Signal wires by layer:
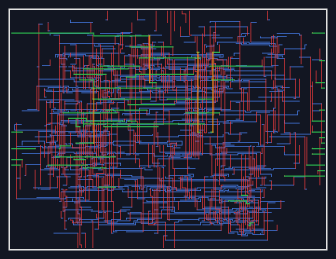
Port wiring:
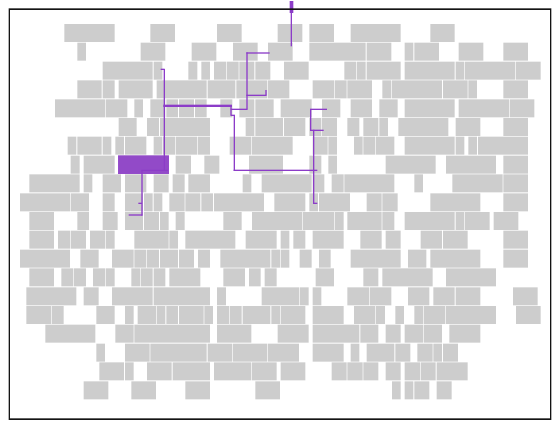
### src/rtl/seq_pkg.sv
// rtl/seq_pkg.sv - shared state encoding and defaults for the sequencer scheduler
// Contents:
//   state_t         FSM states (IDLE=0, START=1, RUN=2, DONE=3, FAULT=4)
//   DEF_STEP_W      default step counter width (sequencer PC width)
//   DEF_MAX_STEPS   default watchdog limit on continue cycles per run
package seq_pkg;

  typedef enum logic [2:0] {
    ST_IDLE  = 3'd0,
    ST_START = 3'd1,
    ST_RUN   = 3'd2,
    ST_DONE  = 3'd3,
    ST_FAULT = 3'd4
  } state_t;

  localparam int DEF_STEP_W    = 8;
  localparam int DEF_MAX_STEPS = 255;

endpackage

### src/rtl/rr_arbiter.sv
// rtl/rr_arbiter.sv - combinational round-robin pick
// Ports:
//   req  in  N    request vector
//   ptr  in  IW   index with highest priority; priority then ascends with wrap
//   gnt  out N    one-hot grant (all zero when req is zero)
//   idx  out IW   index of the granted bit (0 when req is zero)
module rr_arbiter #(
  parameter int N  = 4,
  parameter int IW = 2
) (
  input  logic [N-1:0]  req,
  input  logic [IW-1:0] ptr,
  output logic [N-1:0]  gnt,
  output logic [IW-1:0] idx
);

  always_comb begin
    int   j;
    logic found;
    gnt   = '0;
    idx   = '0;
    found = 1'b0;
    j     = 0;
    for (int i = 0; i < N; i++) begin
      // Wrap by subtraction so non-power-of-two N needs no divider.
      j = int'(ptr) + i;
      if (j >= N) j = j - N;
      if (!found && req[j]) begin
        found  = 1'b1;
        gnt[j] = 1'b1;
        idx    = IW'(j);
      end
    end
  end

endmodule

### src/rtl/seq_scheduler.sv
// rtl/seq_scheduler.sv - round-robin scheduler sharing one microcode sequencer
// Ports:
//   clk           in   clock
//   reset         in   synchronous active-high reset
//   req           in   N_REQ  level request per requester (sampled in IDLE only)
//   hold          in   N_REQ  pause stepping while the indexed requester is granted
//   clear_fault   in   leave FAULT once the sequencer is ready
//   seq_ready     in   sequencer idle
//   seq_start     out  one-cycle start pulse to the sequencer
//   seq_continue  out  PC advance to the sequencer
//   grant         out  N_REQ  one-hot, START through DONE
//   done          out  N_REQ  one-cycle completion pulse to the winner
//   fault         out  high while in FAULT
//   busy          out  state != IDLE
//   active_id     out  ID_W   current/last winner
//   last_steps    out  STEP_W continue-cycle count of the last completed run
module seq_scheduler
  import seq_pkg::*;
#(
  parameter int N_REQ     = 4,
  parameter int ID_W      = 2,
  parameter int STEP_W    = DEF_STEP_W,
  parameter int MAX_STEPS = DEF_MAX_STEPS
) (
  input  logic              clk,
  input  logic              reset,
  input  logic [N_REQ-1:0]  req,
  input  logic [N_REQ-1:0]  hold,
  input  logic              clear_fault,
  input  logic              seq_ready,
  output logic              seq_start,
  output logic              seq_continue,
  output logic [N_REQ-1:0]  grant,
  output logic [N_REQ-1:0]  done,
  output logic              fault,
  output logic              busy,
  output logic [ID_W-1:0]   active_id,
  output logic [STEP_W-1:0] last_steps
);

  state_t              state;
  logic [ID_W-1:0]     rr_ptr;
  logic [STEP_W-1:0]   step_cnt;
  logic [STEP_W-1:0]   step_nxt;
  logic                first_run;
  logic [N_REQ-1:0]    arb_gnt;
  logic [ID_W-1:0]     arb_idx;
  logic [ID_W-1:0]     id_inc;

  rr_arbiter #(.N(N_REQ), .IW(ID_W)) u_arb (
    .req (req),
    .ptr (rr_ptr),
    .gnt (arb_gnt),
    .idx (arb_idx)
  );

  // Count includes the continue issued in the current cycle; saturates.
  assign step_nxt = (seq_continue && (step_cnt != '1)) ? step_cnt + STEP_W'(1) : step_cnt;
  assign id_inc   = (active_id == ID_W'(N_REQ - 1)) ? '0 : active_id + ID_W'(1);

  always_ff @(posedge clk) begin
    if (reset) begin
      state        <= ST_IDLE;
      rr_ptr       <= '0;
      step_cnt     <= '0;
      first_run    <= 1'b0;
      seq_start    <= 1'b0;
      seq_continue <= 1'b0;
      grant        <= '0;
      done         <= '0;
      fault        <= 1'b0;
      busy         <= 1'b0;
      active_id    <= '0;
      last_steps   <= '0;
    end else begin
      seq_start <= 1'b0;
      done      <= '0;
      case (state)
        ST_IDLE: begin
          if (seq_ready && (|req)) begin
            grant     <= arb_gnt;
            active_id <= arb_idx;
            seq_start <= 1'b1;
            busy      <= 1'b1;
            state     <= ST_START;
          end
        end
        ST_START: begin
          step_cnt     <= '0;
          first_run    <= 1'b1;
          seq_continue <= ~hold[active_id];
          state        <= ST_RUN;
        end
        ST_RUN: begin
          first_run <= 1'b0;
          step_cnt  <= step_nxt;
          // Ready seen in the first RUN cycle may be left over from before
          // the start pulse, so completion is only honoured afterwards.
          // Completion takes priority over the watchdog.
          if (!first_run && seq_ready) begin
            seq_continue      <= 1'b0;
            last_steps        <= step_cnt;
            done[active_id]   <= 1'b1;
            state             <= ST_DONE;
          end else if (step_nxt == STEP_W'(MAX_STEPS)) begin
            seq_continue <= 1'b0;
            grant        <= '0;
            fault        <= 1'b1;
            state        <= ST_FAULT;
          end else begin
            seq_continue <= ~hold[active_id];
          end
        end
        ST_DONE: begin
          grant  <= '0;
          rr_ptr <= id_inc;
          busy   <= 1'b0;
          state  <= ST_IDLE;
        end
        ST_FAULT: begin
          if (clear_fault && seq_ready) begin
            fault <= 1'b0;
            busy  <= 1'b0;
            state <= ST_IDLE;
          end
        end
        default: begin
          state <= ST_IDLE;
          busy  <= 1'b0;
        end
      endcase
    end
  end

endmodule

### config.mk
export PLATFORM = sky130hd
export DESIGN_NAME = seq_scheduler
export DESIGN_NICKNAME = d
export VERILOG_FILES = /design/src/rtl/seq_pkg.sv /design/src/rtl/rr_arbiter.sv /design/src/rtl/seq_scheduler.sv
export SDC_FILE = /design/constraint.sdc
export NUM_CORES = 1
export LEC_CHECK = 0
export CORE_ASPECT_RATIO = 0.75
export CORE_UTILIZATION = 54
export CTS_CLUSTER_DIAMETER = 50
export DETAILED_ROUTE_END_ITERATION = 7
export GPL_ROUTABILITY_DRIVEN = 0
export PLACE_DENSITY = 0.77
export SLEW_MARGIN = 5
export SYNTH_ARGS = -nofsm -noshare
export SYNTH_HDL_FRONTEND = slang
export SYNTH_SLANG_ARGS = --single-unit
### constraint.sdc
create_clock -name clk -period 3 [get_ports clk]
set_input_delay 0.6 -clock clk [delete_from_list [all_inputs] [get_ports clk]]
set_output_delay 0.6 -clock clk [all_outputs]
set_load 0.005 [all_outputs]
==> run summary <==
Numbers from the implementation run.

The number of cells on the worst hold path is listed as 1. Detailed placement ended at an HPWL of between 4 and 5 mm. The floorplan step records an initial core utilization of a little under three fifths. The run finished with clean final reports.

The later-pin clock latency in the skew report is around 0.29 ns. In the final report, the number of hold violations comes to 0. Max-slew check failures listed in the final report amount to 0.

The total die area is 4610 µm². After routing the design area is 2760 µm². The detail route stage leaves a number of antenna-violating nets equal to 0. The global-route wire length before repair is about 9.1 mm.

Per the timing report, the biggest fanout along the worst path comes to 7. The endpoint of the worst hold-timing path is grant[2]. Per the Yosys statistics, synthesis produced between 200 and 300 cells. Once the clock tree was built, the setup fixing pass inserted 0 buffers. After synthesis, the cell types taking the most area are sky130_fd_sc_hd__dfxtp_1 31%, sky130_fd_sc_hd__mux2i_1 5.5%, sky130_fd_sc_hd__ha_1 5.3%. The x dimension of the die is approximately 78 µm. The post-placement cell area is between 2000 and 3000 µm². The startpoint of the tightest hold check path is grant[2]. Entering global routing, the biggest net connects 19 pins. The leakage power in the latest report is 0.00104 µW.

The worst VDD IR drop from the latest analysis is 256 µV. On met1, the global router reports a usage of 37.3%. The final net count is roughly 310.

The main flop type is sky130_fd_sc_hd__dfxtp_1. Final hold analysis gives a worst-case slack of between 0.4 and 0.5 ns. The remaining global-route overflow is 0. The most instantiated logic cell after routing is sky130_fd_sc_hd__dfxtp_1.

The via count normalized by instance count is ~6.2. Among all stages on the critical path, the maximum delay recorded is 0.51 ns. The via count of the first global-routing pass is approximately 1900. The most heavily used metal layer in global routing is met2. Looking at the critical path, the single cell with the biggest stage delay is sky130_fd_sc_hd__ha_1.

For the finished layout, the period the worst path requires is 2.43 ns. Static timing analysis puts the maximum clock frequency at around 400 MHz. The setup TNS is 0 ns.

For the worst setup path, the data required time is between 3 and 4 ns. Including well taps, the total number of placed cells is ~340. At the pin with the least slew margin, the transition time is 0.551 ns. From synthesis to final layout, the design area changed by 17.8%. According to the timing report, the critical path is captured at grant[0]. The highest layer touched by signal routing is met4. Detailed routing placed a total of between 2 and 2.5 mm of wire on met2. Looking at the reg2reg group, the worst path starts from rr_ptr[0]. The finished layout holds around 350 standard cells, fillers aside. For this run, design rule violations remaining after detail routing come to 0.

The number of detailed-routing iterations run before antenna repair is 5. The synthesized design contains 0 enable-type register cells. The buffer and inverter count on the worst path is 1. The post-route worst setup slack is 0.569 ns.

Sequential elements use 30.7% of the synthesized area. The fraction of final layout cells with drive strength greater than 1 is roughly 11%. The worst setup path is captured at a register.

The TritonCTS clock tree is done. In this run, the number of DRC markers left after iteration 0 of detailed routing was 167. Per the synth stats, the proportion of register bits with asynchronous set or reset is 0%. The share of the core filled with cells is 67.3%.

Traced cell by cell, the critical path runs through inv_1 -> ha_1 -> mux2i_1 -> mux2_2 -> nor3b_4 -> o2bb2ai_1 -> a22o_1. Clock tree synthesis selected as its root buffer the cell sky130_fd_sc_hd__clkbuf_8. The count of instances resized after the clock tree is built is 0. The routed metal-1 wirelength is roughly 2.7 mm. The synthesized design spends more area on one cell type than any other, namely sky130_fd_sc_hd__dfxtp_1.
Notes on 'signal wires by layer' above:
[red] met2 | wire length: 2450 µm
[green] met3 | wire length: 386 µm
[blue] met1 | wire length: 2710 µm
[orange] met4 | wire length: 64.6 µm
overall fraction of global-route tracks in use: 25.8%
detail-routed net length per standard cell: 16.1 µm
Final Routed Wirelength: 5.60 mm
total via count in the routed design: 2136

Notes on 'port wiring' above:
[purple] seq_continue | bits: 1 | direction: output | edge: north | end cells: 1 | wire: 99.2 µm
Port Buffer Count: 33
number of top-level pins: 34

[cell type report]
class                           count  area [µm²]
Clock buffer                        5        68.8
Multi-Input combinational cell    201        1470
Clock inverter                      3        42.5
Tap cell                           55        68.8
Timing Repair Buffer               36         353
Inverter                           11        41.3
Sequential cell                    36         721
Fill cell                         340        1340
[where the power goes]
group	total (µW)	switching, µW	internal, µW	leakage (µW)
Clock	426	180	246	0.0000541
Sequential	533	33.7	499	0.000292
Combinational	262	139	123	0.000696
Total	1220	353	868	0.00104
[cells by family after synthesis]
family / Yosys count / synth area share [%]
buffers and inverters: 32 / 6.67
flip-flops: 36 / 30.7
AND-OR/OR-AND: 76 / 23.7
adder cells (fa/ha/maj): 10 / 5.33
multiplexers: 22 / 11.9
AND/OR/NAND/NOR: 93 / 21.7
[cell usage after synthesis (3+ instances only)]
master and number:
sky130_fd_sc_hd__a211oi_1 6, sky130_fd_sc_hd__a21oi_1 13, sky130_fd_sc_hd__a22o_1 4, sky130_fd_sc_hd__and2_1 5
sky130_fd_sc_hd__and3_1 3, sky130_fd_sc_hd__buf_2 8, sky130_fd_sc_hd__buf_4 3, sky130_fd_sc_hd__clkbuf_1 7
sky130_fd_sc_hd__dfxtp_1 36, sky130_fd_sc_hd__ha_1 10, sky130_fd_sc_hd__inv_1 11, sky130_fd_sc_hd__mux2_4 3
sky130_fd_sc_hd__mux2i_1 13, sky130_fd_sc_hd__mux4_2 3, sky130_fd_sc_hd__nand2_1 20, sky130_fd_sc_hd__nand2b_1 7
sky130_fd_sc_hd__nand3_1 5, sky130_fd_sc_hd__nand4_1 3, sky130_fd_sc_hd__nor2_1 24, sky130_fd_sc_hd__nor3_1 8
sky130_fd_sc_hd__o21ai_0 11, sky130_fd_sc_hd__o22ai_1 9, sky130_fd_sc_hd__o2bb2ai_1 4
Power is estimated from default activity; no workload was simulated.
